### config.mk
export PLATFORM = sky130hd
export DESIGN_NAME = vga_letter_sequencer
export DESIGN_NICKNAME = d
export VERILOG_FILES = /design/src/rtl/vga_letter_sequencer.sv
export SDC_FILE = /design/constraint.sdc
export NUM_CORES = 1
export LEC_CHECK = 0
export ABC_AREA = 1
export CAP_MARGIN = 20
export CORE_ASPECT_RATIO = 0.8
export CORE_MARGIN = 5
export CORE_UTILIZATION = 25
export CTS_CLUSTER_DIAMETER = 200
export DETAILED_ROUTE_END_ITERATION = 12
export GPL_ROUTABILITY_DRIVEN = 0
export PLACE_DENSITY = 0.49
export SETUP_SLACK_MARGIN = 0.05
export SLEW_MARGIN = 10
export SYNTH_ARGS = -nofsm -noshare
export SYNTH_HDL_FRONTEND = slang
export SYNTH_SLANG_ARGS = --single-unit
### constraint.sdc
create_clock -name clk -period 2.13 [get_ports clk]
set_input_delay 0.426 -clock clk [delete_from_list [all_inputs] [get_ports clk]]
set_output_delay 0.426 -clock clk [all_outputs]
set_load 0.05 [all_outputs]
### src/rtl/vga_letter_sequencer.sv
// Letter sequencer feeding the letter-to-segment colour stage.
// Holds a writable message of 5-bit letter codes, presents the letter for the
// digit currently being scanned (static or scrolling), and generates the
// frame-rate effect controls (valid, shine, ambiant, steady).
module vga_letter_sequencer #(
  parameter int MSG_LEN    = 16,
  parameter int DIGITS     = 4,
  parameter int TICK_DIV   = 25000000,
  parameter int HOLD_TICKS = 3
) (
  input  logic                      clk,
  input  logic                      rst,
  input  logic                      en,
  input  logic [1:0]                mode,
  input  logic                      msg_wr,
  input  logic [4:0]                msg_addr,
  input  logic [4:0]                msg_data,
  input  logic [$clog2(DIGITS)-1:0] digit_sel,
  output logic [4:0]                letter,
  output logic                      valid,
  output logic                      shine,
  output logic                      ambiant,
  output logic                      steady
);

  localparam int AW = (MSG_LEN > 1) ? $clog2(MSG_LEN) : 1;
  localparam int CW = (TICK_DIV > 1) ? $clog2(TICK_DIV) : 1;
  localparam int HW = $clog2(HOLD_TICKS + 1);

  localparam logic [1:0] S_IDLE = 2'd0;
  localparam logic [1:0] S_RUN  = 2'd1;
  localparam logic [1:0] S_HOLD = 2'd2;

  localparam logic [4:0] BLANK = 5'd31;

  logic [4:0]    mem [MSG_LEN];
  logic [1:0]    state;
  logic [1:0]    mode_q;
  logic [AW-1:0] offset;
  logic [AW-1:0] offset_inc;
  logic [CW-1:0] tick_cnt;
  logic [HW-1:0] hold_cnt;
  logic          tick;
  logic          wr_ok;
  logic [AW:0]   idx_sum;
  logic [AW-1:0] idx;
  logic          prev_active;
  logic          prev_fx;

  // Terminal count of the effect/scroll divider; only counts while active.
  assign tick = (state != S_IDLE) && (tick_cnt == CW'(TICK_DIV - 1));

  assign wr_ok = ({1'b0, msg_addr} < 6'(MSG_LEN));

  assign offset_inc = (offset == AW'(MSG_LEN - 1)) ? '0 : offset + 1'b1;

  // Both operands are below MSG_LEN, so one conditional subtract wraps the sum.
  assign idx_sum = {1'b0, offset} + (AW+1)'(digit_sel);
  assign idx     = (idx_sum >= (AW+1)'(MSG_LEN)) ? AW'(idx_sum - (AW+1)'(MSG_LEN))
                                                 : idx_sum[AW-1:0];

  // Effect levels follow mode_q directly so they change in the same cycle.
  assign shine   = (state != S_IDLE) && (mode_q == 2'd2);
  assign ambiant = (state != S_IDLE) && (mode_q == 2'd3);

  // Message storage; blanked on reset, writes outside the message are dropped.
  always_ff @(posedge clk) begin
    if (rst) begin
      for (int i = 0; i < MSG_LEN; i++) mem[i] <= BLANK;
    end else if (msg_wr && wr_ok) begin
      mem[msg_addr[AW-1:0]] <= msg_data;
    end
  end

  // Letter lookup, one cycle behind digit_sel; reads see pre-write contents.
  always_ff @(posedge clk) begin
    if (rst) begin
      letter <= BLANK;
    end else if (state == S_IDLE) begin
      letter <= mem[AW'(digit_sel)];
    end else begin
      letter <= mem[idx];
    end
  end

  // valid/steady pulses: steady fires one cycle after IDLE entry or an effect mode ending.
  always_ff @(posedge clk) begin
    if (rst) begin
      valid       <= 1'b0;
      steady      <= 1'b1;
      prev_active <= 1'b0;
      prev_fx     <= 1'b0;
    end else begin
      valid       <= tick;
      steady      <= (prev_active && (state == S_IDLE)) || (prev_fx && !mode_q[1]);
      prev_active <= (state != S_IDLE);
      prev_fx     <= mode_q[1];
    end
  end

  // Sequencer FSM: divider, mode sampling, scroll offset and post-wrap hold.
  always_ff @(posedge clk) begin
    if (rst) begin
      state    <= S_IDLE;
      mode_q   <= 2'd0;
      offset   <= '0;
      tick_cnt <= '0;
      hold_cnt <= '0;
    end else if (!en) begin
      state    <= S_IDLE;
      offset   <= '0;
      tick_cnt <= '0;
      hold_cnt <= '0;
    end else begin
      case (state)
        S_IDLE: begin
          state    <= S_RUN;
          mode_q   <= mode;
          tick_cnt <= '0;
        end
        S_RUN, S_HOLD: begin
          tick_cnt <= tick ? '0 : tick_cnt + 1'b1;
          if (tick) begin
            mode_q <= mode;
            if (state == S_RUN) begin
              if (mode_q == 2'd1) begin
                offset <= offset_inc;
                if (offset_inc == '0) begin
                  state    <= S_HOLD;
                  hold_cnt <= '0;
                end
              end
            end else if (hold_cnt == HW'(HOLD_TICKS - 1)) begin
              state    <= S_RUN;
              hold_cnt <= '0;
            end else begin
              hold_cnt <= hold_cnt + 1'b1;
            end
            // Leaving scroll (to any other mode) restarts the message at the start.
            if ((mode != 2'd1) && (mode != mode_q)) offset <= '0;
          end
        end
        default: begin
          state    <= S_IDLE;
          offset   <= '0;
          tick_cnt <= '0;
          hold_cnt <= '0;
        end
      endcase
    end
  end

endmodule

Figure 1. Drive-strength map (run 1).
(2 px per um)
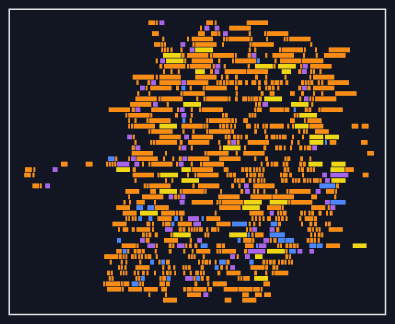
- drive 3 to 4: purple (cells 66; share 7.8%)
- drive 1 or less: orange (cells 704; share 83%)
- drive 6 and up: yellow (cells 36; share 4.3%)
- drive 2: blue (cells 38; share 4.5%)

Figure 2. Track usage over the die (run 1).
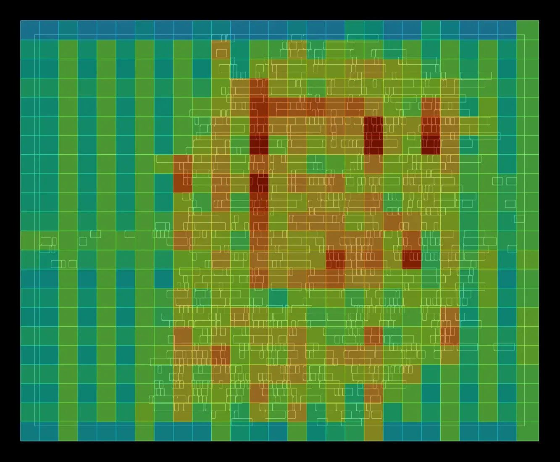
post-layout util: 32.24%
busiest layer in global routing: met1
GRT Total Usage: 12.35%
grt met3 use: 2.729%

Figure 3. Sequential cells colored by netlist name (run 1).
(2 px per um)
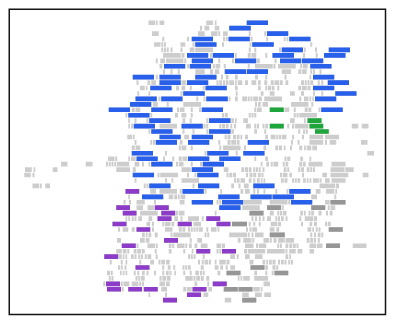
- `tick_cnt`: purple (flops 25; where south)
- `mem`: blue (flops 80)
- `letter`: green (flops 5)
- not colored: 14

==> run 1: worst paths after layout <==
check,start,end,slack [ns],depth (start not counted)
worst max-delay path,letter[3],letter[3],0.11,1
worst max register to register,offset[0],letter[0],0.15,10
worst min register to register,tick_cnt[0],tick_cnt[0],0.46,1
worst min-delay path,tick_cnt[0],tick_cnt[0],0.46,1
==> run 1: flip-flops by register name (all words and copies together) (netlist names) <==
| register | count |
|---|---|
| tick_cnt | 25 |
| mem | 80 |
| state | 2 |
| mode_q | 2 |
| prev_fx | 1 |
| letter | 5 |
| prev_active | 1 |
| offset | 4 |
| steady | 1 |
| valid | 1 |
| hold_cnt | 2 |
==> run 1: metal layers <==
layer | track usage, % | vias to the layer above
li1 | - | 2662
met1 | 19.15 | 2467
met2 | 17.08 | 123
met3 | 2.729 | 17
met4 | 3.379 | 0
met5 | 0 | -
==> run 1: layout make-up <==
type,instances,area share (%)
Multi-Input combinational cell,534,32.87
Tap cell,324,5.019
Clock buffer,25,7.111
Clock inverter,7,0.5422
Timing Repair Buffer,88,10.69
Inverter,66,3.067
Sequential cell,124,40.70
==> run 1: stage by stage <==
stage / total power [uW] / hold slack (ns)
6_report: 6657 / 0.4599
3_3_place_gp: 3716 / 0.4462
3_5_place_dp: 3714 / 0.4542
2_1_floorplan: 3351 / 0.4288
4_1_cts: 6733 / 0.4683
5_1_grt: 6945 / 0.4965
==> run 1: cells in the mapped netlist (all sizes together) <==
library cell and count:
nand2 186, nor2 135, edfxtp 80, o21ai 74, inv 65, dfxtp 44, nand3 44, a21oi 24
o211ai 21, clkbuf 17, buf 13, nor3 13, ha 8, nand4 8, xor2 6, xnor2 5
nor4 4, or2 2, a221o 1, clkinv 1, fa 1, nand3b 1, o21a 1
==> notes.md, run 1 <==
fresh numbers from the pnr run: status=finished, final reports clean, Layout fillers=2583, Crit. End Element=output pin, YS chip area=6291 sq um, Met1 Wirelength=9121 um, diode count=0, Row Count=52, num ports=27, Latency at later pin=0.42 ns, Max-Cap Viols=0, Achievable Freq=0.4939 GHz, FP Util=25.11%, max_slew headroom=61.95%, H-tree Lvls=4, routed vias=5269, PortBufs=26, count of pins over their slew limit=0, clock slew at reported path FFs=0.06 ns, pwr dens=824.3 nW/um^2, most instantiated logic cell after routing=nand2_1, syn_area_per_cell=8.344 sq um, DRC=0, Worst-Margin Slew=0.5655 ns, Combinational Power Share=14.8%, max incr delay on CP=0.82 ns, Mapped Cells=754, register area=3287 sq um, total tool warning count=31, minimum clock period=2.025 ns, yosys aoi share=10.72%, Clock Skew=0.008960 ns, Gate Area=2655 sq um, most frequent cells in the layout=178 x nand2_1, 124 x nor2_1, 80 x edfxtp_1, 71 x o21ai_0, 60 x inv_1, Worst path top cell family by delay=buffers and inverters, WP data required=1.70 ns, Design Area, Final=8077 sq um
Figure 4. Signal wires on met2 (run 1).
(2 px per um)
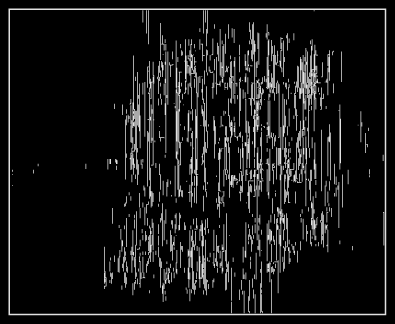

==> run 2, diff against run 1 <==
- CELL_PAD_IN_SITES_DETAIL_PLACEMENT: default -> 1
- CELL_PAD_IN_SITES_GLOBAL_PLACEMENT: default -> 1
- PLACE_DENSITY: 0.49 -> 0.58
Figure 5. Signal wires on met2 (run 2).
(2 px per um)
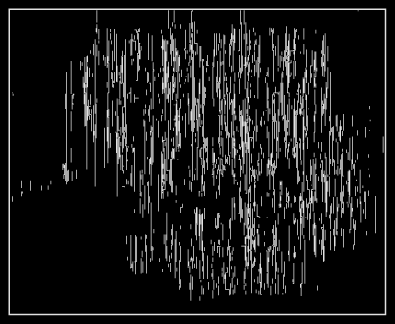
- main direction: vertical
- share of all routed wire: 41%

Figure 6. Sequential cells colored by netlist name (run 2).
(2 px per um)
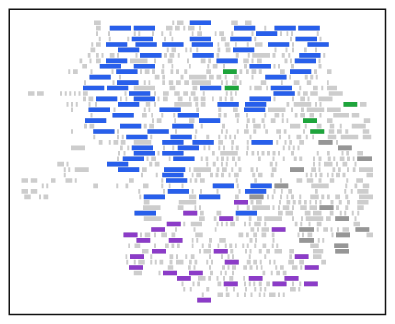
- `mem`: blue (flops 80)
- `tick_cnt`: purple (flops 25; where south)
- `letter`: green (flops 5)

==> run 2 against run 1 <==
Count of clock-buffer cells in the layout fell by 8. Non-clock buffer count is 24 higher. Global-route usage rose by 1.8 points. Hold slack got worse by 0.0011 ns. Largest cell class unchanged.
==> notes.md, run 2 <==
fresh numbers from the pnr run: status=finished, final reports clean, minimum clock period=2.069 ns (+0.04420 ns), grt met2 use=19.94% (+2.9 points), Flops=124 (unchanged), Crit. End Element=flip-flop, clk_buf instances=17 (-32%), largest cell class by area=registers, worst flop-to-flop path endpoint=letter[2], max_slew headroom=58.45% (-3.5 points), GR Util met1=21.42% (+2.3 points), register area=3287 sq um (unchanged), YS chip area=6291 sq um (unchanged), grt met3 use=3.028% (+0.30 points), Worst Hold End=tick_cnt[0], cell count of the worst reg-to-reg path=12 (+2), pwr dens=827.6 nW/um^2 (+0.40%), Post-synth EDFFs=80 (unchanged), Async SR Flop Fraction=0% (unchanged), fraction of area in multi-input gates=32.45% (-0.42 points), most instantiated logic cell after routing=nand2_1, Largest register FFs=80 (unchanged), DRC=0 (unchanged), WP data required=2.46 ns (+0.76 ns), Mapped Cells=754 (unchanged), worst reg2reg startpoint=offset[0], GRT Total Usage=14.16% (+1.8 points), nonclk inv count=66 (unchanged), clk tree area frac=7.142% (-0.51 points), num ports=27 (unchanged), PortBufs=26 (unchanged), Achievable Freq=0.4833 GHz (-2.1%), Gate Area=2678 sq um (+0.85%), total power draw=6829 uW (+2.6%), H-tree Lvls=4 (unchanged), NonClk Buf Share=12.66% (+2.0 points), FP Util=25.11% (unchanged), WHS=0.4588 ns (-0.001129 ns), count of pins over their slew limit=0 (unchanged), Min-Delay Path Depth=1 (unchanged), Worst-Margin Slew=0.6175 ns (+0.05197 ns), flop share of the area=39.83% (-0.86 points)
Figure 7. Drive-strength map (run 2).
(2 px per um)
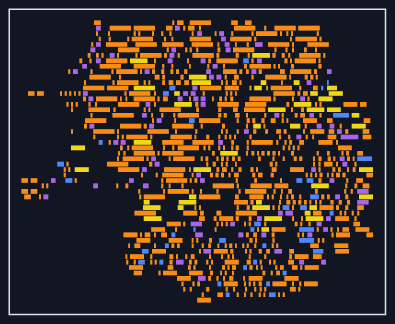
Design Area, Final: 8252 sq um
Plain + repair buffers: 112
Final WS setup: 0.06101 ns
Layout area overhead: 31.17%

[run 2: netlist changes by cell type in the layout (fill, tap and decap cells not counted), moves of 3 or more]
cell / delta
clkinv_2: -4
buf_4: +23
clkbuf_16: -4
o21ai_0: -15
buf_12: -3
inv_6: +7
clkbuf_8: -3
inv_8: +5
o21ai_2: +4
o21ai_1: +11
[run 2: critical path: stages (launching register included)]
cell and delay [ns]:
dfxtp_2 0.34, ha_4 0.16, fa_2 0.57, buf_12 0.15, buf_12 0.12, buf_8 0.11
nor2_1 0.05, o21ai_1 0.07, o21ai_1 0.08, o211ai_1 0.16, nand2_1 0.08, nand2_1 0.06
nand2_1 0.04
[run 2: cell families (layout without fill, tap and decap cells)]
logic type | after synthesis | count (layout) | synth area share (%)
AND-OR/OR-AND | 121 | 121 | 10.72
AND/OR/NAND/NOR | 393 | 393 | 27.37
adder cells (fa/ha/maj) | 9 | 9 | 1.909
XOR/XNOR | 11 | 11 | 1.531
flip-flops | 124 | 124 | 52.19
buffers and inverters | 96 | 210 | 6.285
[run 2: power groups by stage]
stage / registers [uW] / logic (uW) / clock network, uW
CTS: 2740 / 1130 / 3020
detailed placement: 2790 / 1040 / 0
global route: 2750 / 1250 / 3110
floorplan: 2810 / 538 / 0
finish: 2740 / 1140 / 2950
global placement: 2790 / 1030 / 0
[run 2: how the worst max path moves through the flow]
stage / startpoint / end / slack (ns)
after floorplan: state[0] / ambiant / -0.20
after global placement: digit_sel[0] / letter[0] / -0.49
after detailed placement: digit_sel[0] / letter[0] / -0.56
after CTS: offset[0] / letter[3] / 0.008
after global routing: offset[0] / letter[3] / -0.05
final: offset[0] / letter[2] / 0.06
[run 2: timing repair]
item	CTS	global route
gates resized	37	9
buffers inserted	5	3
pin swaps	14	13
setup endpoints to repair	7	8
cloned	1	0
Power and IR drop assume default switching activity.
